<file path="config.mk">
export PLATFORM = sky130hd
export DESIGN_NAME = ritc_idelay_eye_scan
export DESIGN_NICKNAME = d
export VERILOG_FILES = /design/src/rtl/ritc_idelay_eye_scan.sv
export SDC_FILE = /design/constraint.sdc
export NUM_CORES = 1
export LEC_CHECK = 0
export CAP_MARGIN = 20
export CELL_PAD_IN_SITES_DETAIL_PLACEMENT = 0
export CELL_PAD_IN_SITES_GLOBAL_PLACEMENT = 2
export CORE_ASPECT_RATIO = 0.7
export CORE_UTILIZATION = 36
export CTS_BUF_LIST = sky130_fd_sc_hd__clkbuf_16
export DETAILED_ROUTE_END_ITERATION = 7
export GPL_ROUTABILITY_DRIVEN = 0
export HOLD_SLACK_MARGIN = 0.05
export PLACE_DENSITY = 0.89
export SYNTH_ARGS = -nofsm -noshare
export SYNTH_HDL_FRONTEND = slang
export SYNTH_SLANG_ARGS = --single-unit
</file>
<file path="constraint.sdc">
create_clock -name CLK -period 3.4 [get_ports CLK]
set_clock_uncertainty 0.2 [all_clocks]
set_input_delay 0.34 -clock CLK [delete_from_list [all_inputs] [get_ports CLK]]
set_output_delay 0.34 -clock CLK [all_outputs]
set_load 0.01 [all_outputs]
</file>
<file path="src/rtl/ritc_idelay_eye_scan.sv">
// Per-bit IDELAY eye scanner: sweeps all taps of one RITC input, measures the
// longest error-free tap run against the training pattern and loads its centre.
module ritc_idelay_eye_scan #(
    parameter int DELAY_W       = 5,
    parameter int SETTLE_CYCLES = 16,
    parameter int SAMPLE_CYCLES = 64,
    parameter int ERRCNT_W      = 8
) (
    input  logic               CLK,
    input  logic               rst_n_i,
    input  logic               start_i,
    input  logic [1:0]         chan_i,
    input  logic [3:0]         bit_i,
    input  logic               sample_i,
    input  logic               expect_i,
    input  logic               valid_i,
    input  logic [2:0]         ready_i,
    output logic [DELAY_W-1:0] delay_o,
    output logic [5:0]         addr_o,
    output logic               load_o,
    output logic               busy_o,
    output logic               done_o,
    output logic               err_o,
    output logic [DELAY_W-1:0] eye_start_o,
    output logic [DELAY_W:0]   eye_width_o,
    output logic [DELAY_W-1:0] center_o
);

    localparam int SET_W = $clog2(SETTLE_CYCLES + 1);
    localparam int SMP_W = $clog2(SAMPLE_CYCLES + 1);
    localparam logic [SET_W-1:0]    SETTLE_LAST = SET_W'(SETTLE_CYCLES - 1);
    localparam logic [SMP_W-1:0]    SAMPLE_LAST = SMP_W'(SAMPLE_CYCLES - 1);
    localparam logic [DELAY_W-1:0]  TAP_ZERO    = {DELAY_W{1'b0}};
    localparam logic [DELAY_W-1:0]  TAP_LAST    = {DELAY_W{1'b1}};
    localparam logic [DELAY_W:0]    LEN_ZERO    = {(DELAY_W+1){1'b0}};
    localparam logic [DELAY_W:0]    LEN_ONE     = (DELAY_W+1)'(1);
    localparam logic [ERRCNT_W-1:0] ERR_ZERO    = {ERRCNT_W{1'b0}};
    localparam logic [ERRCNT_W-1:0] ERR_MAX     = {ERRCNT_W{1'b1}};

    typedef enum logic [2:0] {
        ST_IDLE   = 3'd0,
        ST_CHECK  = 3'd1,
        ST_LOAD   = 3'd2,
        ST_SETTLE = 3'd3,
        ST_SAMPLE = 3'd4,
        ST_EVAL   = 3'd5,
        ST_FINAL  = 3'd6,
        ST_DONE   = 3'd7
    } state_t;

    state_t              state_r, state_s;
    logic [1:0]          chan_r, chan_s;
    logic [3:0]          bit_r, bit_s;
    logic [DELAY_W-1:0]  tap_r, tap_s;
    logic [SET_W-1:0]    set_cnt_r, set_cnt_s;
    logic [SMP_W-1:0]    smp_cnt_r, smp_cnt_s;
    logic [ERRCNT_W-1:0] errcnt_r, errcnt_s;
    logic [DELAY_W:0]    run_len_r, run_len_s;
    logic [DELAY_W-1:0]  run_start_r, run_start_s;
    logic [DELAY_W:0]    best_len_r, best_len_s;
    logic [DELAY_W-1:0]  best_start_r, best_start_s;
    logic                err_r, err_s;
    logic                busy_r, busy_s;
    logic                done_r, done_s;
    logic                load_r, load_s;
    logic [DELAY_W-1:0]  delay_r, delay_s;
    logic [5:0]          addr_r, addr_s;
    logic [DELAY_W-1:0]  eye_start_r, eye_start_s;
    logic [DELAY_W:0]    eye_width_r, eye_width_s;
    logic [DELAY_W-1:0]  center_r, center_s;

    logic                ready_sel_s;
    logic                target_bad_s;
    logic                abort_s;
    logic                good_s;
    logic [DELAY_W:0]    run_len_next_s;
    logic [DELAY_W-1:0]  run_start_next_s;
    logic [DELAY_W-1:0]  centre_calc_s;

    // Select the IDELAYCTRL ready of the latched channel
    always_comb begin
        case (chan_r)
            2'd0:    ready_sel_s = ready_i[0];
            2'd1:    ready_sel_s = ready_i[1];
            2'd2:    ready_sel_s = ready_i[2];
            default: ready_sel_s = 1'b0;
        endcase
    end

    // 4'hF is the channel clock delay, so only 12..14 are holes in the bit map
    assign target_bad_s     = (chan_r == 2'd3) || ((bit_r >= 4'd12) && (bit_r != 4'hF));
    assign abort_s          = (state_r inside {ST_LOAD, ST_SETTLE, ST_SAMPLE, ST_EVAL}) && !ready_sel_s;
    assign good_s           = (errcnt_r == ERR_ZERO);
    assign run_len_next_s   = good_s ? (run_len_r + 1'b1) : LEN_ZERO;
    assign run_start_next_s = (good_s && (run_len_r == LEN_ZERO)) ? tap_r : run_start_r;
    assign centre_calc_s    = best_start_r + DELAY_W'((best_len_r - LEN_ONE) >> 1);

    // FSM state register
    always_ff @(posedge CLK or negedge rst_n_i) begin
        if (!rst_n_i) begin
            state_r <= ST_IDLE;
        end else begin
            state_r <= state_s;
        end
    end

    // FSM next-state logic; losing ready mid-sweep always wins
    always_comb begin
        state_s = state_r;
        case (state_r)
            ST_IDLE:   if (start_i) state_s = ST_CHECK; else state_s = ST_IDLE;
            ST_CHECK:  if (target_bad_s) state_s = ST_DONE;
                       else if (ready_sel_s) state_s = ST_LOAD;
                       else state_s = ST_CHECK;
            ST_LOAD:   if (abort_s) state_s = ST_DONE; else state_s = ST_SETTLE;
            ST_SETTLE: if (abort_s) state_s = ST_DONE;
                       else if (set_cnt_r == SETTLE_LAST) state_s = ST_SAMPLE;
                       else state_s = ST_SETTLE;
            ST_SAMPLE: if (abort_s) state_s = ST_DONE;
                       else if (valid_i && (smp_cnt_r == SAMPLE_LAST)) state_s = ST_EVAL;
                       else state_s = ST_SAMPLE;
            ST_EVAL:   if (abort_s) state_s = ST_DONE;
                       else if (tap_r == TAP_LAST) state_s = ST_FINAL;
                       else state_s = ST_LOAD;
            ST_FINAL:  state_s = ST_DONE;
            ST_DONE:   state_s = ST_IDLE;
            default:   state_s = ST_IDLE;
        endcase
    end

    // FSM output and datapath next values
    always_comb begin
        chan_s       = chan_r;
        bit_s        = bit_r;
        tap_s        = tap_r;
        set_cnt_s    = set_cnt_r;
        smp_cnt_s    = smp_cnt_r;
        errcnt_s     = errcnt_r;
        run_len_s    = run_len_r;
        run_start_s  = run_start_r;
        best_len_s   = best_len_r;
        best_start_s = best_start_r;
        err_s        = err_r;
        busy_s       = busy_r;
        done_s       = 1'b0;
        load_s       = 1'b0;
        delay_s      = delay_r;
        addr_s       = addr_r;
        eye_start_s  = eye_start_r;
        eye_width_s  = eye_width_r;
        center_s     = center_r;
        if (abort_s) begin
            err_s = 1'b1;
        end else begin
            case (state_r)
                ST_IDLE: begin
                    if (start_i) begin
                        chan_s       = chan_i;
                        bit_s        = bit_i;
                        addr_s       = {chan_i, bit_i};
                        busy_s       = 1'b1;
                        err_s        = 1'b0;
                        eye_start_s  = TAP_ZERO;
                        eye_width_s  = LEN_ZERO;
                        center_s     = TAP_ZERO;
                        run_len_s    = LEN_ZERO;
                        run_start_s  = TAP_ZERO;
                        best_len_s   = LEN_ZERO;
                        best_start_s = TAP_ZERO;
                    end else begin
                        busy_s = busy_r;
                    end
                end
                ST_CHECK: begin
                    if (target_bad_s) err_s = 1'b1;
                    else if (ready_sel_s) tap_s = TAP_ZERO;
                    else tap_s = tap_r;
                end
                ST_LOAD: begin
                    load_s    = 1'b1;
                    delay_s   = tap_r;
                    set_cnt_s = {SET_W{1'b0}};
                end
                ST_SETTLE: begin
                    if (set_cnt_r == SETTLE_LAST) begin
                        errcnt_s  = ERR_ZERO;
                        smp_cnt_s = {SMP_W{1'b0}};
                    end else begin
                        set_cnt_s = set_cnt_r + 1'b1;
                    end
                end
                ST_SAMPLE: begin
                    if (valid_i) begin
                        smp_cnt_s = smp_cnt_r + 1'b1;
                        if ((sample_i != expect_i) && (errcnt_r != ERR_MAX)) errcnt_s = errcnt_r + 1'b1;
                        else errcnt_s = errcnt_r;
                    end else begin
                        smp_cnt_s = smp_cnt_r;
                    end
                end
                ST_EVAL: begin
                    run_len_s   = run_len_next_s;
                    run_start_s = run_start_next_s;
                    // Strict compare keeps the earliest of equal-length runs
                    if (run_len_next_s > best_len_r) begin
                        best_len_s   = run_len_next_s;
                        best_start_s = run_start_next_s;
                    end else begin
                        best_len_s   = best_len_r;
                    end
                    if (tap_r != TAP_LAST) tap_s = tap_r + 1'b1;
                    else tap_s = tap_r;
                end
                ST_FINAL: begin
                    if (best_len_r == LEN_ZERO) begin
                        err_s = 1'b1;
                    end else begin
                        load_s  = 1'b1;
                        delay_s = centre_calc_s;
                    end
                end
                ST_DONE: begin
                    done_s = 1'b1;
                    busy_s = 1'b0;
                    if (err_r) begin
                        eye_start_s = TAP_ZERO;
                        eye_width_s = LEN_ZERO;
                        center_s    = TAP_ZERO;
                    end else begin
                        eye_start_s = best_start_r;
                        eye_width_s = best_len_r;
                        center_s    = centre_calc_s;
                    end
                end
                default: done_s = 1'b0;
            endcase
        end
    end

    // Datapath and registered outputs
    always_ff @(posedge CLK or negedge rst_n_i) begin
        if (!rst_n_i) begin
            chan_r       <= 2'd0;
            bit_r        <= 4'd0;
            tap_r        <= TAP_ZERO;
            set_cnt_r    <= {SET_W{1'b0}};
            smp_cnt_r    <= {SMP_W{1'b0}};
            errcnt_r     <= ERR_ZERO;
            run_len_r    <= LEN_ZERO;
            run_start_r  <= TAP_ZERO;
            best_len_r   <= LEN_ZERO;
            best_start_r <= TAP_ZERO;
            err_r        <= 1'b0;
            busy_r       <= 1'b0;
            done_r       <= 1'b0;
            load_r       <= 1'b0;
            delay_r      <= TAP_ZERO;
            addr_r       <= 6'd0;
            eye_start_r  <= TAP_ZERO;
            eye_width_r  <= LEN_ZERO;
            center_r     <= TAP_ZERO;
        end else begin
            chan_r       <= chan_s;
            bit_r        <= bit_s;
            tap_r        <= tap_s;
            set_cnt_r    <= set_cnt_s;
            smp_cnt_r    <= smp_cnt_s;
            errcnt_r     <= errcnt_s;
            run_len_r    <= run_len_s;
            run_start_r  <= run_start_s;
            best_len_r   <= best_len_s;
            best_start_r <= best_start_s;
            err_r        <= err_s;
            busy_r       <= busy_s;
            done_r       <= done_s;
            load_r       <= load_s;
            delay_r      <= delay_s;
            addr_r       <= addr_s;
            eye_start_r  <= eye_start_s;
            eye_width_r  <= eye_width_s;
            center_r     <= center_s;
        end
    end

    assign delay_o     = delay_r;
    assign addr_o      = addr_r;
    assign load_o      = load_r;
    assign busy_o      = busy_r;
    assign done_o      = done_r;
    assign err_o       = err_r;
    assign eye_start_o = eye_start_r;
    assign eye_width_o = eye_width_r;
    assign center_o    = center_r;

endmodule
</file>
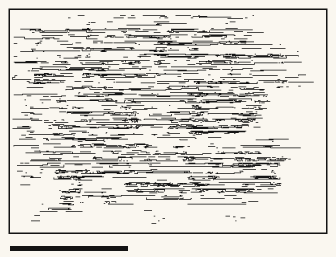
Fig. 1. Met1 routing.
The bar under the picture is 50 um long.
main direction: horizontal
nets with wire on the layer: 487
wire length on this layer: 5,380 um
share of all routed wire: 52%
routed via count: 3,421
total length of routed wires: 10.3 mm
met1 track demand over resource in global routing: 0.258

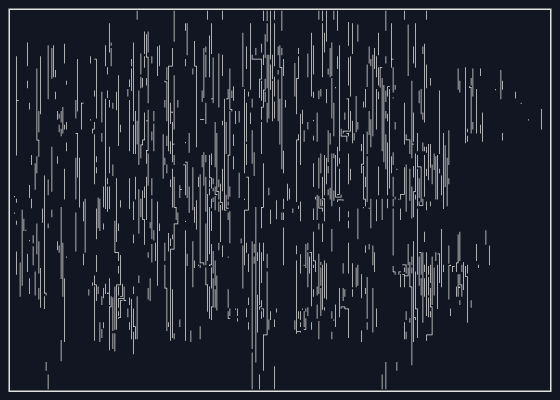
Fig. 2. Signal wires on met2.
share of all routed wire: 42%
longest straight run: 38.4 um
wire length on this layer: 4,300 um
main direction: vertical
met2 usage in global routing: 0.258

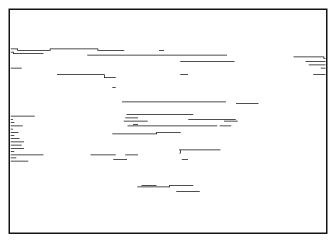
Fig. 3. Metal 3.
nets with wire on the layer: 38
longest straight run: 58.9 um
met3 track demand over resource in global routing: 0.0421

==> notes.md <==
The run finished with clean final reports. Primary flip-flop cell chosen by synthesis mapping: sky130_fd_sc_hd__dfrtp_1. With the portion of synthesized cell area occupied by the leading cell type at 0.463, the largest net degree at the start of global routing is 82. The count of final setup violators was 0. The library cell with the largest summed area after synthesis is sky130_fd_sc_hd__dfrtp_1.

The run gives 0 as the number of remaining DRC errors. Row generation in the floorplan step produced 33 rows. With the final cycle utilization of the critical path at 0.909, the static leakage power is 2.38 nW.

The register fraction of the total cell area works out to 0.380. In the final layout, excluding clock buffers the buffer count is 53. The run gives 2200 sq um for the combined area of the multi-input logic cells. Fraction of standard cell area in multi-input logic: 0.413. The sequential share of the synthesized area is 0.463.

The number of vias per cell after detailed routing is 5.23. Averaged over all synthesized cells, the footprint is 9.91 sq um. For the number of nets with antenna violations after routing, the log shows 0. The clock net sink count came out at 81.

The skew report gives the latency at the later pin of the worst-skew pair as 0.34 ns. The number of filler instances in the final layout is 1,130. STA classifies the critical path startpoint as a flip-flop. The worst register-to-register path depth is 10. The cts-stage hold buffer count was 1; the data required time at the worst endpoint was 3.42 ns.

The highest net fanout along the worst path works out to 11. The first TritonRoute pass finished after 5 iterations. Looking at the post-CTS report, the setup buffer insertion count equals 0. Yosys shows that the main logic family after synthesis is simple AND/OR/NAND/NOR gates.

Area share of fa/ha/maj cells after synthesis: 0.0645. The number of global-route vias before repair is 3,406. Post-CTS repair changed the size of 0 cells.

Sequential cells placed in the final layout were counted as 81. Yosys attributes the largest share of cell area to sky130_fd_sc_hd__dfrtp_1 46%, sky130_fd_sc_hd__ha_1 6.0%, sky130_fd_sc_hd__o21ai_0 5.4%, sky130_fd_sc_hd__nand2_1 5.0%, sky130_fd_sc_hd__mux2_2 4.6%. Counting every net in the synthesized netlist gives 479. With the share of synthesized registers carrying an async set or reset at 1.00, the final-layout worst hold slack is 0.211 ns. The initial antenna violation count is 0.

The tools report the overall chip area as 12,600 sq um. Ranked by instance count, the synthesized netlist is headed by 81 x sky130_fd_sc_hd__dfrtp_1, 58 x sky130_fd_sc_hd__nand2_1, 47 x sky130_fd_sc_hd__o21ai_0. Yosys instantiated no cell more often than sky130_fd_sc_hd__dfrtp_1. Overall overflow remaining after global route: 0. The capturing element type of the critical path was a flip-flop. The registers of the reported paths see a clock transition of 0.06 ns. After synthesis, the chip area reported by Yosys is 4380 sq um.

In this run the number of H-tree levels came out at 3. Setup repair after global routing left no endpoint under its margin. Per the OpenROAD floorplan log, the height of the die is 94.3 um. The run gives 0.0742 for the share of synthesized area spent on multiplexers. The number of clock buffers added by TritonCTS is 9. The critical path arrival was 3.11 ns; the total negative setup slack was 0 ns.

The class of the most critical setup path is reg2reg. Per the Yosys statistics, synthesis produced 442 cells. With the parity-gate share of the synthesized area counting xor and xnor cells at 0.0291, the maximum count of clock buffers along a single path is 2. Combined flip-flop and latch cell area: 2030 sq um.

AND-OR/OR-AND share of the synthesized area: 0.166. Gate count of the mapped netlist: 442. The clock-cell share of area works out to 0.0543. Multi-input gate count: 325. The clock buffers instantiated in the layout total 9. The run gives 157 as the number of well taps. The detailed-placement wirelength estimate was 7.52 mm; the minimum clock period after layout was 3.09 ns.
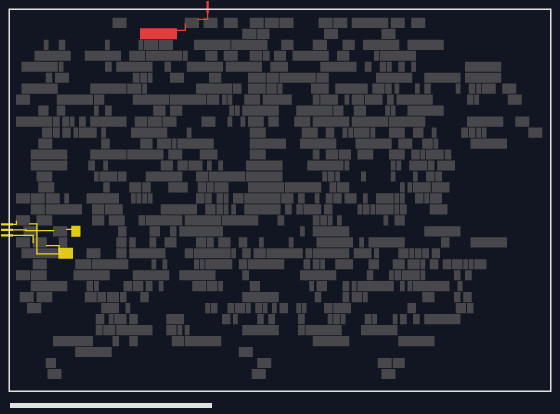
Fig. 4. I/O nets highlighted.
The bar under the picture is 50 um long.
| color | port | direction | edge | end cells | buffers | wire |
|---|---|---|---|---|---|---|
| yellow | `ready_i` | input | left | 2 | 3 | 42.5 um |
| red | `load_o` | output | top | 1 | 1 | 8.40 um |
I/O pins: 46
port bufs: 45

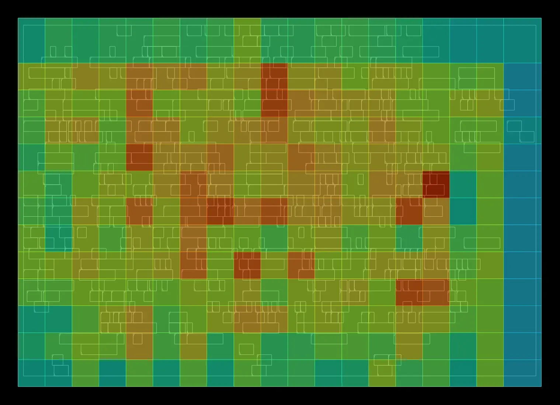
Fig. 5. Track usage over the die.
gr usage total: 0.176
WL/cell: 15.8 um

power by group:
part	total, W	switching, W	internal [W]
Clock	0.000942	0.000382	0.000560
Combinational	0.00146	0.000815	0.000644
Sequential	0.00135	0.000199	0.00115
Total	0.00375	0.00140	0.00235
critical path, delay by kind of cell (launching register included):
family                   cells  cell delay [ns]
AND-OR/OR-AND                3             0.39
adder cells (fa/ha/maj)      1             0.26
buffers and inverters        1             0.22
flip-flops                   1             0.43
multiplexers                 1             0.36
AND/OR/NAND/NOR              4             1.12
path summary, 6_finish.rpt:
kind	startpoint	to	slack, ns
max in group asynchronous	rst_n_i	eye_start_o[3]	2.19
max	errcnt_r[2]	best_len_r[2]	0.31
max reg2reg	errcnt_r[2]	best_len_r[2]	0.31
min	rst_n_i	set_cnt_r[2]	0.21
min in group CLK	eye_width_o[3]	eye_width_o[3]	0.28
min reg2reg	eye_width_o[3]	eye_width_o[3]	0.28
state kept, by name, indices dropped and copies added (netlist names), 5 cells and up:
signal,cells
eye_width_o,6
best_start_r,5
delay_o,5
smp_cnt_r,7
errcnt_r,8
best_len_r,6
eye_start_o,5
run_start_r,5
run_len_r,6
set_cnt_r,5
tap_r,5
center_o,5
per-stage QoR:
step,std cells,cell area [sq um],power (W),utilization,setup slack [ns]
6_report,654,5330,0.00375,0.453,0.309
5_1_grt,654,5330,0.00401,0.453,0.0772
4_1_cts,653,5300,0.00379,0.450,0.293
3_5_place_dp,636,5000,0.00282,0.425,0.314
3_3_place_gp,636,5000,0.00278,0.425,0.464
2_1_floorplan,442,4380,0.00229,-,0.426
cells in the final DEF (no fill, tap or decap), types with 3 or more instances in the layout:
cell type                         instances
sky130_fd_sc_hd__a31oi_1                  7
sky130_fd_sc_hd__ha_1                    21
sky130_fd_sc_hd__xnor2_1                  8
sky130_fd_sc_hd__a22o_1                  20
sky130_fd_sc_hd__o21ai_0                 47
sky130_fd_sc_hd__inv_1                   24
sky130_fd_sc_hd__a21oi_1                 14
sky130_fd_sc_hd__and2_1                   3
sky130_fd_sc_hd__or3_1                    5
sky130_fd_sc_hd__mux2i_1                 10
sky130_fd_sc_hd__nor3_1                   4
sky130_fd_sc_hd__dfrtp_1                 81
sky130_fd_sc_hd__a21o_1                   6
sky130_fd_sc_hd__buf_4                    7
sky130_fd_sc_hd__clkdlybuf4s50_1         44
sky130_fd_sc_hd__clkinvlp_4               3
sky130_fd_sc_hd__clkbuf_16                9
sky130_fd_sc_hd__o31ai_1                  5
sky130_fd_sc_hd__nand2_1                 58
sky130_fd_sc_hd__nor2b_1                  5
sky130_fd_sc_hd__and3_1                   7
sky130_fd_sc_hd__nand2b_1                 3
sky130_fd_sc_hd__mux2_2                  18
sky130_fd_sc_hd__nor2_1                  30
sky130_fd_sc_hd__xor2_1                   4
sky130_fd_sc_hd__nand3_1                 15
per-layer routing:
| metal | track usage | vias to the layer above | part of all wire |
|---|---|---|---|
| met3 | 0.0421 | 10 | 0.054 |
| met1 | 0.258 | 1656 | 0.52 |
| li1 | - | 1683 | - |
| met5 | 0 | - | 0 |
| met2 | 0.258 | 72 | 0.42 |
| met4 | 0.0473 | 0 | 0.0096 |
No activity file was given, so power comes from the tool's default toggle rates.
